--- src/rtl/car_alarm_ctrl_if.sv ---
// Door/arm request bundle and alarm status outputs of the car alarm controller.
// Latency: none, plain signal bundle.
// Backpressure: none, all signals are level/pulse with no handshake.
// Optional: CAR_ALARM_SEG_EN adds the seg_out seven-segment bus.
interface car_alarm_ctrl_if;
    logic [4:0] door_open;
    logic [4:0] door_close;
    logic       arm;
    logic       disarm;
    logic [4:0] open_mask;
    logic       siren;
    logic       led;
    logic       arm_err;
    logic [2:0] state_o;
`ifdef CAR_ALARM_SEG_EN
    logic [6:0] seg_out;

    modport master (
        output door_open, door_close, arm, disarm,
        input  open_mask, siren, led, arm_err, state_o, seg_out
    );
    modport slave (
        input  door_open, door_close, arm, disarm,
        output open_mask, siren, led, arm_err, state_o, seg_out
    );
`else
    modport master (
        output door_open, door_close, arm, disarm,
        input  open_mask, siren, led, arm_err, state_o
    );
    modport slave (
        input  door_open, door_close, arm, disarm,
        output open_mask, siren, led, arm_err, state_o
    );
`endif
endinterface

--- src/rtl/car_alarm_ctrl.sv ---
// Car alarm arm/disarm FSM with latched per-door open status, siren and blinking status LED.
// Latency: one clk edge from qualifying input to state/output change; registered Moore outputs.
// Backpressure: none, every input is sampled each rising edge. Optional: CAR_ALARM_SEG_EN adds seg_out.
module car_alarm_ctrl #(
    parameter int EXIT_DLY  = 8,
    parameter int ENTRY_DLY = 8,
    parameter int SIREN_LEN = 32,
    parameter int BLINK_DIV = 4
) (
    input  logic             clk,
    input  logic             rst,
    car_alarm_ctrl_if.slave  bus
);
    localparam int MAX_A   = (EXIT_DLY > ENTRY_DLY) ? EXIT_DLY : ENTRY_DLY;
    localparam int MAX_DLY = (MAX_A > SIREN_LEN) ? MAX_A : SIREN_LEN;
    localparam int CNT_W   = ($clog2(MAX_DLY) < 1) ? 1 : $clog2(MAX_DLY);
    localparam int BLK_W   = ($clog2(BLINK_DIV) < 1) ? 1 : $clog2(BLINK_DIV);

    typedef enum logic [2:0] {
        ST_DISARMED = 3'd0,
        ST_EXIT     = 3'd1,
        ST_ARMED    = 3'd2,
        ST_ENTRY    = 3'd3,
        ST_ALARM    = 3'd4
    } state_t;

    state_t             r_state, w_state_nxt;
    logic [CNT_W-1:0]   r_cnt, w_cnt_nxt;
    logic [BLK_W-1:0]   r_blink, w_blink_nxt;
    logic               r_led, w_led_nxt;
    logic               r_siren;
    logic               r_arm_err, w_arm_err_nxt;
    logic [4:0]         r_open_mask;
    logic [4:0]         w_new_open;

    // Doors newly opened relative to the latched status; only these can trigger.
    assign w_new_open = bus.door_open & ~r_open_mask;

    // Door latch: open sets, close clears, open wins when both are asserted.
    always_ff @(posedge clk or posedge rst) begin
        if (rst) r_open_mask <= '0;
        else     r_open_mask <= (r_open_mask & ~bus.door_close) | bus.door_open;
    end

    // Next-state, delay counter, LED blink and arm-refusal decode.
    always_comb begin
        w_state_nxt   = r_state;
        w_cnt_nxt     = r_cnt + CNT_W'(1);
        w_arm_err_nxt = 1'b0;
        w_led_nxt     = r_led;
        w_blink_nxt   = r_blink;

        if (bus.disarm) begin
            w_state_nxt = ST_DISARMED;
        end else begin
            case (r_state)
                ST_DISARMED: begin
                    if (bus.arm) begin
                        if (r_open_mask == 5'b0) w_state_nxt   = ST_EXIT;
                        else                     w_arm_err_nxt = 1'b1;
                    end
                end
                ST_EXIT: begin
                    if (r_cnt == CNT_W'(EXIT_DLY - 1)) w_state_nxt = ST_ARMED;
                end
                ST_ARMED: begin
                    if (w_new_open[4])         w_state_nxt = ST_ALARM;
                    else if (|w_new_open[3:0]) w_state_nxt = ST_ENTRY;
                end
                ST_ENTRY: begin
                    if (w_new_open[4] || r_cnt == CNT_W'(ENTRY_DLY - 1)) w_state_nxt = ST_ALARM;
                end
                ST_ALARM: begin
                    if (r_cnt == CNT_W'(SIREN_LEN - 1)) w_state_nxt = ST_ARMED;
                end
                default: w_state_nxt = ST_DISARMED;
            endcase
        end

        // Idle states hold the counter at zero; any state change restarts it.
        if (w_state_nxt != r_state || w_state_nxt == ST_DISARMED || w_state_nxt == ST_ARMED)
            w_cnt_nxt = '0;

        case (w_state_nxt)
            ST_EXIT, ST_ENTRY: begin
                if (w_state_nxt != r_state) begin
                    w_led_nxt   = 1'b1;
                    w_blink_nxt = '0;
                end else if (r_blink == BLK_W'(BLINK_DIV - 1)) begin
                    w_led_nxt   = ~r_led;
                    w_blink_nxt = '0;
                end else begin
                    w_blink_nxt = r_blink + BLK_W'(1);
                end
            end
            ST_ARMED, ST_ALARM: begin
                w_led_nxt   = 1'b1;
                w_blink_nxt = '0;
            end
            default: begin
                w_led_nxt   = 1'b0;
                w_blink_nxt = '0;
            end
        endcase
    end

    // State register and registered Moore outputs.
    always_ff @(posedge clk or posedge rst) begin
        if (rst) begin
            r_state   <= ST_DISARMED;
            r_cnt     <= '0;
            r_blink   <= '0;
            r_led     <= 1'b0;
            r_siren   <= 1'b0;
            r_arm_err <= 1'b0;
        end else begin
            r_state   <= w_state_nxt;
            r_cnt     <= w_cnt_nxt;
            r_blink   <= w_blink_nxt;
            r_led     <= w_led_nxt;
            r_siren   <= (w_state_nxt == ST_ALARM);
            r_arm_err <= w_arm_err_nxt;
        end
    end

    assign bus.open_mask = r_open_mask;
    assign bus.siren     = r_siren;
    assign bus.led       = r_led;
    assign bus.arm_err   = r_arm_err;
    assign bus.state_o   = r_state;

`ifdef CAR_ALARM_SEG_EN
    logic [6:0] r_seg;
    logic [6:0] w_seg_nxt;

    // Lowest-index open door selects the glyph (active-low segments).
    always_comb begin
        w_seg_nxt = 7'b1111111;
        if      (r_open_mask[0]) w_seg_nxt = 7'b0001110;
        else if (r_open_mask[1]) w_seg_nxt = 7'b0000011;
        else if (r_open_mask[2]) w_seg_nxt = 7'b0000110;
        else if (r_open_mask[3]) w_seg_nxt = 7'b1000110;
        else if (r_open_mask[4]) w_seg_nxt = 7'b0100001;
    end

    // Segment register trails the door latch by one cycle.
    always_ff @(posedge clk or posedge rst) begin
        if (rst) r_seg <= 7'b1111111;
        else     r_seg <= w_seg_nxt;
    end

    assign bus.seg_out = r_seg;
`endif
endmodule
--- src/flat_wrapper.sv ---
// flat-port wrapper written by rule: the top's interface ports become plain ports
module car_alarm_ctrl_flat 
#(
    parameter int EXIT_DLY  = 8,
    parameter int ENTRY_DLY = 8,
    parameter int SIREN_LEN = 32,
    parameter int BLINK_DIV = 4
)
  (clk, rst, bus_door_open, bus_door_close, bus_arm, bus_disarm, bus_open_mask, bus_siren, bus_led, bus_arm_err, bus_state_o);
  car_alarm_ctrl_if bus_i ();
  input  logic clk;
  input  logic rst;
  input wire logic [$bits(bus_i.door_open)-1:0] bus_door_open;
  input wire logic [$bits(bus_i.door_close)-1:0] bus_door_close;
  input wire logic [$bits(bus_i.arm)-1:0] bus_arm;
  input wire logic [$bits(bus_i.disarm)-1:0] bus_disarm;
  output wire logic [$bits(bus_i.open_mask)-1:0] bus_open_mask;
  output wire logic [$bits(bus_i.siren)-1:0] bus_siren;
  output wire logic [$bits(bus_i.led)-1:0] bus_led;
  output wire logic [$bits(bus_i.arm_err)-1:0] bus_arm_err;
  output wire logic [$bits(bus_i.state_o)-1:0] bus_state_o;
  assign bus_i.door_open = bus_door_open;
  assign bus_i.door_close = bus_door_close;
  assign bus_i.arm = bus_arm;
  assign bus_i.disarm = bus_disarm;
  assign bus_open_mask = bus_i.open_mask;
  assign bus_siren = bus_i.siren;
  assign bus_led = bus_i.led;
  assign bus_arm_err = bus_i.arm_err;
  assign bus_state_o = bus_i.state_o;
  car_alarm_ctrl #(.EXIT_DLY(EXIT_DLY), .ENTRY_DLY(ENTRY_DLY), .SIREN_LEN(SIREN_LEN), .BLINK_DIV(BLINK_DIV)) u_core (.clk(clk), .rst(rst), .bus(bus_i));
endmodule
--- config.mk ---
export PLATFORM = sky130hd
export DESIGN_NAME = car_alarm_ctrl_flat
export DESIGN_NICKNAME = d
export VERILOG_FILES = /design/src/rtl/car_alarm_ctrl_if.sv /design/src/rtl/car_alarm_ctrl.sv /design/src/flat_wrapper.sv
export SDC_FILE = /design/constraint.sdc
export NUM_CORES = 1
export LEC_CHECK = 0
export ABC_AREA = 1
export CAP_MARGIN = 20
export CELL_PAD_IN_SITES_DETAIL_PLACEMENT = 1
export CELL_PAD_IN_SITES_GLOBAL_PLACEMENT = 1
export CORE_MARGIN = 2
export CORE_UTILIZATION = 34
export DETAILED_ROUTE_END_ITERATION = 8
export HOLD_SLACK_MARGIN = 0.08
export PLACE_DENSITY = 0.81
export REMOVE_ABC_BUFFERS = 1
export SYNTH_ARGS = -nofsm -noshare
export SYNTH_HDL_FRONTEND = slang
export SYNTH_SLANG_ARGS = --single-unit
--- constraint.sdc ---
create_clock -name clk -period 2 [get_ports clk]
set_input_delay 0.3 -clock clk [delete_from_list [all_inputs] [get_ports clk]]
set_output_delay 0.3 -clock clk [all_outputs]
set_load 0.005 [all_outputs]
**Gate families picked out**

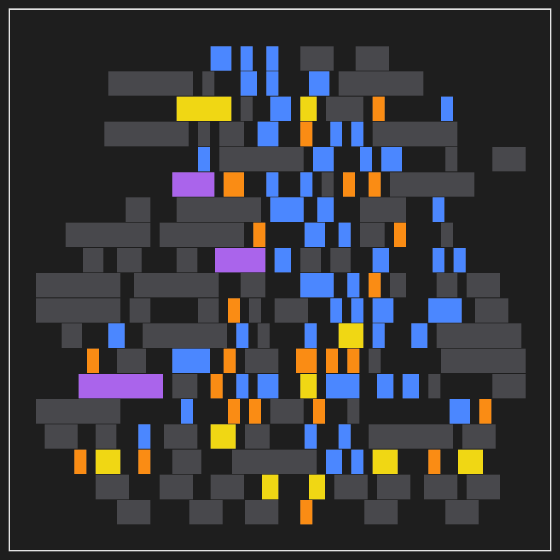
legend:
  purple:
    family: fa/ha/maj cells
    cells: 3
  orange:
    family: inv cells
    cells: 23
    most_used: inv_1
  blue:
    family: nand cells
    cells: 50
    most_used: nand2_1
  yellow:
    family: aoi and oai cells
    cells: 10
    most_used: o21bai_1
most frequent logic cell in the layout: nand2_1
logic share of the area: 36.7%
Cell Count, Final, Fillers Out: 191

**Clock nets**

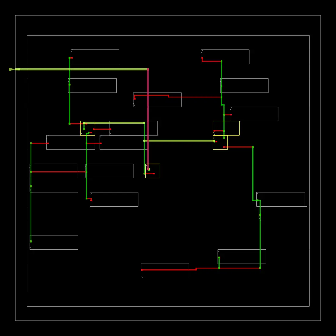
total CTS buffers: 3
latest clock arrival within the worst-skew pair: 0.30 ns

==> flow_metrics.env <==
# implementation run metrics
export IMPL_yosys_area_top_type_share_pct=45.0
export IMPL_n_all_buffers=28
export IMPL_startpoint="u_core.r_cnt[1]"
export IMPL_placed_cells=183
export IMPL_drt_met1_wl_mm=1.08
export IMPL_core_um2=2780
export IMPL_cts_hold_buf=0
export IMPL_p_seq_share_pct=55.5
export IMPL_top_layer="met4"
export IMPL_reg2regPathDepth=15
export IMPL_drt_iter0_drc=8
export IMPL_ir_drop_v=0.000367
export IMPL_holdWs_ns=0.407
export IMPL_top_cells_by_count="nand2_1, dfrtp_1, inv_1"
export IMPL_synth_cell_types=20
export IMPL_synth_flops=18
export IMPL_num_multi_input_gates=87
export IMPL_fillers=343
export IMPL_root_buffer="clkbuf_4"
export IMPL_ys_cells=128
export IMPL_synthFlopType="dfrtp_1"
export IMPL_edf_count=0
export IMPL_cap_viol_max_count=0
export IMPL_inverters_excl_clock=23
export IMPL_powerDensity_nw_per_um2=485
export IMPL_tool_warnings=25
export IMPL_fp_dieH_um=58.3
export IMPL_clk_pin_slew_ns=0.11
export IMPL_crit_top_cell="nand2_1"
export IMPL_critPathSlowestCell="dfrtp_1"
export IMPL_fin_skew_ns=0.0162
export IMPL_avgSynthCellArea_um2=7.82
export IMPL_yosysWarnings=0
export IMPL_num_vias=929
export IMPL_p_seq_uw=377
export IMPL_cp_arrival_ns=2.10
export IMPL_grt_pass1_wl_mm=4.38
export IMPL_max_stage_delay_ns=0.40
export IMPL_place_gp_congestion=0.753
export IMPL_cts_htree_levels=1
export IMPL_place_area_um2=1280
export IMPL_critPathBufInv=0
export IMPL_switching_share_pct=22.5
export IMPL_first_global_vias=1011
export IMPL_chip_area_um2=3390
export IMPL_rr_endpoint="u_core.bus.led"
export IMPL_io_buffers=24
export IMPL_via_per_inst=4.86
export IMPL_die_w_um=58.3
export IMPL_layout_nonclk_buf_share_pct=19.3
export IMPL_fin_tns_setup_ns=0
export IMPL_path_max_fanout=3
export IMPL_synthTopLogicFamily="simple AND/OR/NAND/NOR gates"
export IMPL_cp_top_family="simple AND/OR/NAND/NOR gates"
export IMPL_drv_slew=0
export IMPL_final_clk_cell_share_pct=2.59
export IMPL_cts_setup_buffers=1
export IMPL_seq_cells=18
export IMPL_wire_per_inst_um=13.8
export IMPL_grt_max_degree=19
export IMPL_synthToLayoutAreaGrowth_pct=40.0
export IMPL_ys_sh_aoi_pct=7.38
export IMPL_path_cells="ha_4 -> nand2_4 -> nor2_2 -> ha_2 -> nand3_2 -> nand2_1 -> o21bai_1 -> nand2_1 -> nand2_2 -> nor2_4 -> nand3_2 -> nand2_1 -> nand2_1 -> nand2_1 -> nand2_1"
export IMPL_use_met2_pct=30.5
export IMPL_flop_area_um2=450
export IMPL_largest_class="logic gates"
export IMPL_period_needed_ns=1.89
export IMPL_clk_power_uw=225
export IMPL_rows=19
export IMPL_slew_limit_headroom_pct=51.6
export IMPL_hold_viol=0
export IMPL_setup_violations=0
export IMPL_yosysChipArea_um2=1000
export IMPL_wl_mm=2.64
export IMPL_met3_wirelength_um=78
export IMPL_clock_sinks=18
export IMPL_worst_endpoint_required_ns=2.21
export IMPL_tightest_slew_ns=0.726
export IMPL_ys_async_sr_fraction_pct=100
export IMPL_cts_max_path_buffers=2
export IMPL_pwr_share_comb_pct=11.4
export IMPL_drive_above_1_share_pct=26.3
export IMPL_grt_use_total_pct=17.2
export IMPL_io_pins=25
export IMPL_r2r_slack_ns=0.11
export IMPL_p_int_uw=527
export IMPL_antenna_found_initial=0
export IMPL_final_antenna_net_count=0
export IMPL_r2r_start="u_core.r_cnt[1]"
export IMPL_yosysTopAreaCell="dfrtp_1"
export IMPL_status="complete, no violations"
export IMPL_nets=178
export IMPL_grt_use_met3_pct=5.13
export IMPL_nClkBuffers=4
export IMPL_yosysMostFrequentCell="nand2_1"
export IMPL_endpoint_kind="flop"
export IMPL_start_kind="flop"
export IMPL_simple_gate_area_share_pct=33.0
export IMPL_seq_area_share_pct=32.1
